**config.mk**
```make
export PLATFORM = sky130hd
export DESIGN_NAME = rsa_modexp
export DESIGN_NICKNAME = d
export VERILOG_FILES = /design/src/rtl/rsa_modexp.sv
export SDC_FILE = /design/constraint.sdc
export NUM_CORES = 1
export LEC_CHECK = 0
export ABC_AREA = 1
export CAP_MARGIN = 20
export CORE_UTILIZATION = 50
export DETAILED_ROUTE_END_ITERATION = 8
export GPL_ROUTABILITY_DRIVEN = 1
export PLACE_DENSITY = 0.69
export SYNTH_ARGS = -nofsm -noshare
export SYNTH_HDL_FRONTEND = slang
export SYNTH_SLANG_ARGS = --single-unit
```
**constraint.sdc**
```tcl
create_clock -name clk -period 17.9 [get_ports clk]
set_input_delay 2.685 -clock clk [delete_from_list [all_inputs] [get_ports clk]]
set_output_delay 2.685 -clock clk [all_outputs]
set_load 0.01 [all_outputs]
```
**src/rtl/rsa_modexp.sv**
```systemverilog
// Purpose: computes Result = Data^Key mod N by repeated multiply/reduce, one run per reset release.
// Latency: Done rises on edge 1 + 2*Key after release (edge 1 when Key == 0 or N == 0).
// Backpressure: none; operands are sampled once in LOAD and Result/Done then hold until reset.
module rsa_modexp #(
    parameter int WIDTH = 6
) (
    input  logic             clk,
    input  logic             reset,
    input  logic [WIDTH-1:0] Data,
    input  logic [WIDTH-1:0] Key,
    input  logic [WIDTH-1:0] N,
    output logic [WIDTH-1:0] Result,
    output logic             Done
);

    typedef enum logic [1:0] {
        LOAD = 2'd0,
        MUL  = 2'd1,
        MOD  = 2'd2,
        DONE = 2'd3
    } state_t;

    localparam logic [WIDTH-1:0] ZERO = '0;
    localparam logic [WIDTH-1:0] ONE  = WIDTH'(1);

    state_t             state_q, state_d;
    logic [WIDTH-1:0]   acc_q, acc_d;
    logic [WIDTH-1:0]   base_q, base_d;
    logic [2*WIDTH-1:0] prod_q, prod_d;
    logic [WIDTH-1:0]   count_q, count_d;
    logic [WIDTH-1:0]   n_q, n_d;
    logic [WIDTH-1:0]   result_q, result_d;
    logic               done_q, done_d;

    // Divisors are forced non-zero so the remainder operators never see a zero divisor;
    // the N == 0 case is resolved in LOAD and never reaches the reduction path.
    logic [WIDTH-1:0]   n_in_safe;
    logic [WIDTH-1:0]   n_q_safe;
    logic [WIDTH-1:0]   mod_r;

    assign n_in_safe = (N == ZERO) ? ONE : N;
    assign n_q_safe  = (n_q == ZERO) ? ONE : n_q;
    assign mod_r     = WIDTH'(prod_q % {{WIDTH{1'b0}}, n_q_safe});

    // Next-state and datapath updates for the LOAD / MUL / MOD / DONE sequence.
    always_comb begin
        state_d  = state_q;
        acc_d    = acc_q;
        base_d   = base_q;
        prod_d   = prod_q;
        count_d  = count_q;
        n_d      = n_q;
        result_d = result_q;
        done_d   = done_q;

        case (state_q)
            LOAD: begin
                // Operands are captured here only; later input changes are ignored.
                n_d     = N;
                base_d  = (N == ZERO) ? ZERO : (Data % n_in_safe);
                count_d = Key;
                acc_d   = (N > ONE) ? ONE : ZERO;
                if (N == ZERO) begin
                    result_d = ZERO;
                    done_d   = 1'b1;
                    state_d  = DONE;
                end else if (Key == ZERO) begin
                    result_d = (N > ONE) ? ONE : ZERO;
                    done_d   = 1'b1;
                    state_d  = DONE;
                end else begin
                    state_d  = MUL;
                end
            end
            MUL: begin
                // Full double-width product so nothing is lost before reduction.
                prod_d  = {{WIDTH{1'b0}}, acc_q} * {{WIDTH{1'b0}}, base_q};
                state_d = MOD;
            end
            MOD: begin
                acc_d   = mod_r;
                count_d = count_q - ONE;
                if (count_q == ONE) begin
                    result_d = mod_r;
                    done_d   = 1'b1;
                    state_d  = DONE;
                end else begin
                    state_d  = MUL;
                end
            end
            DONE: begin
                state_d = DONE;
            end
            default: begin
                state_d = LOAD;
            end
        endcase
    end

    // State and datapath registers, cleared asynchronously while reset is low.
    always_ff @(posedge clk or negedge reset) begin
        if (!reset) begin
            state_q  <= LOAD;
            acc_q    <= '0;
            base_q   <= '0;
            prod_q   <= '0;
            count_q  <= '0;
            n_q      <= '0;
            result_q <= '0;
            done_q   <= 1'b0;
        end else begin
            state_q  <= state_d;
            acc_q    <= acc_d;
            base_q   <= base_d;
            prod_q   <= prod_d;
            count_q  <= count_d;
            n_q      <= n_d;
            result_q <= result_d;
            done_q   <= done_d;
        end
    end

    assign Result = result_q;
    assign Done   = done_q;

endmodule

```
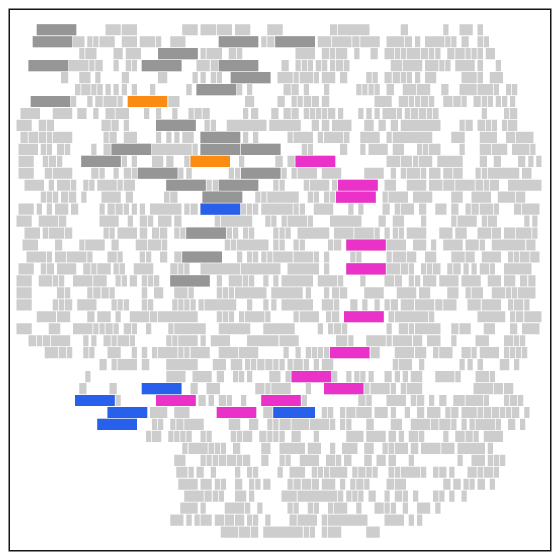
Figure 1: sequential cells grouped by signal name.
`n_q`: drawn in blue, placed flops 6, where bottom left. `state_q`: drawn in orange, placed flops 2. `prod_q`: drawn in magenta, placed flops 12.
Another 25 sequential cells are not colored.
Reg area: 1127 um2
Core Util, Final: 59.05%
Seq area share: 13.60%

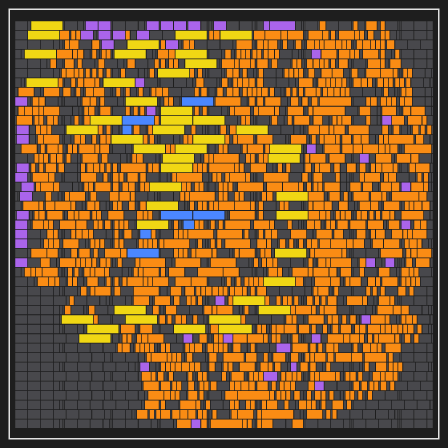
Figure 2: placed cells, one color a class.
Fill, decap, tap and diode cells in gray.
remaining buffers and delay cells: drawn in purple, cells 48. clock drivers and dummy loads: drawn in blue, cells 8. sequential cells: drawn in yellow, cells 45. combinational and other logic: drawn in orange, cells 1043.

==> flow_summary_export.csv <==
group,metric,value,unit
logic_synthesis,ys.flops,45,
grt,grt_pass1_vias,6010,
grt,grt_overflow,0,
place,dp_hpwl,13200,um
layout,drive_gt1_share,12.15,%
drt,first_pass_iters,5,
floorplan,dieArea,15080,um2
run_status,run_status,"completed",
grt,grt_pass1_wl,26720,um
drt,avgViaCountPerCell,5.166,
timing,finalWorstSetupSlack,1.320,ns
timing,finalMaxSlewViolations,0,
worst_hold_path,hp-class,"reg -> reg",
logic_synthesis,synth_area,7298,um2
timing,hold_viol,0,
logic_synthesis,synth-edff-count,0,
logic_synthesis,top_cell,"nand2_1",
timing,post-route-min-period,16.58,ns
logic_synthesis,yosys_area,7298,um2
layout,combGateArea,5629,um2
logic_synthesis,top_area_cell,"ha_1",
timing,holdWs,0.4746,ns
floorplan,core-area,14040,um2
timing,max_freq,0.06031,GHz
layout,lay_top_count,"nand2_1",
grt,grt_max_degree,46,
critical_path,critPathMaxStageDelay,0.43,ns
layout,layout.filler_cells,1331,
clocking,worstSkewPairLatency,0.29,ns
timing,final.period_utilization,92.62,%
clocking,cts_tree,"done",
logic_synthesis,ys_sh_xor,5.760,%
floorplan,rows,43,
timing,tns,0,ns
clocking,htreeDepth,2,
logic_synthesis,ys_cells,1107,
logic_synthesis,synth_top_area_share,17.49,%
logic_synthesis,flop_cell,"dfrtp_1",
timing,final.setup_skew,0.008488,ns
floorplan,initCoreUtil,51.97,%
drt,dr_wl_met3,232,um
critical_path,end_kind,"flip-flop",
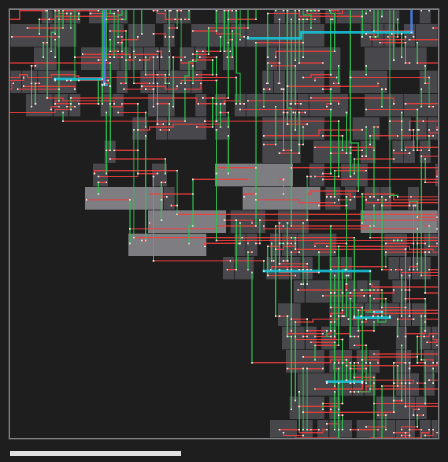
Figure 3: zoomed window.
Scale bar: 20 um. Region (6, 6) to (56, 56) um. Cells in gray, sequential cells in the stronger gray; small squares are vias.
metal 4: drawn in blue. metal 3: drawn in cyan. metal 1: drawn in red. metal 2: drawn in green.
168 logic cells have their middle in the window. Netlist names of flops here include `n_q` (4), `prod_q` (2). Sequential cells in the window: 6. Most frequent: nand2_1 (49), inv_1 (31), ha_1 (20).

## per-layer routing
metal	track usage, %	up-vias
met3	1.301	9
met2	39.75	66
met4	3.735	0
met1	28.98	3138
met5	0	-
li1	-	3627
## cells by family (layout without fill, tap and decap cells)
family,after synthesis,after routing
AND/OR/NAND/NOR,532,532
buffers and inverters,209,246
XOR/XNOR,48,48
adder cells (fa/ha/maj),121,121
flip-flops,45,45
AND-OR/OR-AND,152,152
## what timing repair did
action | 4_1_cts | 5_1_grt
gates resized | 0 | 66
setup buffers | 0 | 10
setup endpoints to repair | 0 | 12
## worst paths after layout
kind / to / start / slack (ns)
min: Done / Done / 0.47
min in group asynchronous: prod_q[1] / reset / 2.28
min reg2reg: Done / Done / 0.47
max reg2reg: Result[4] / n_q[4] / 1.32
max in group asynchronous: n_q[3] / reset / 15.13
max: Result[4] / n_q[4] / 1.32
## area by class of cell
type                    instances  share of cell area, %
inverters                     189                  8.616
flip-flops and latches         45                  13.60
clock inverters                 3                 0.3018
well taps                     180                  2.716
multi-input cells             853                  67.89
clock buffers                   5                  1.509
repair inverters                1                0.09054
repair buffers                 48                  5.281
## sequential cells by signal, summed over array words and instances (netlist names)
| signal | cells |
|---|---|
| Done | 1 |
| state_q | 2 |
| count_q | 6 |
| prod_q | 12 |
| base_q | 6 |
| n_q | 6 |
| acc_q | 6 |
| Result | 6 |
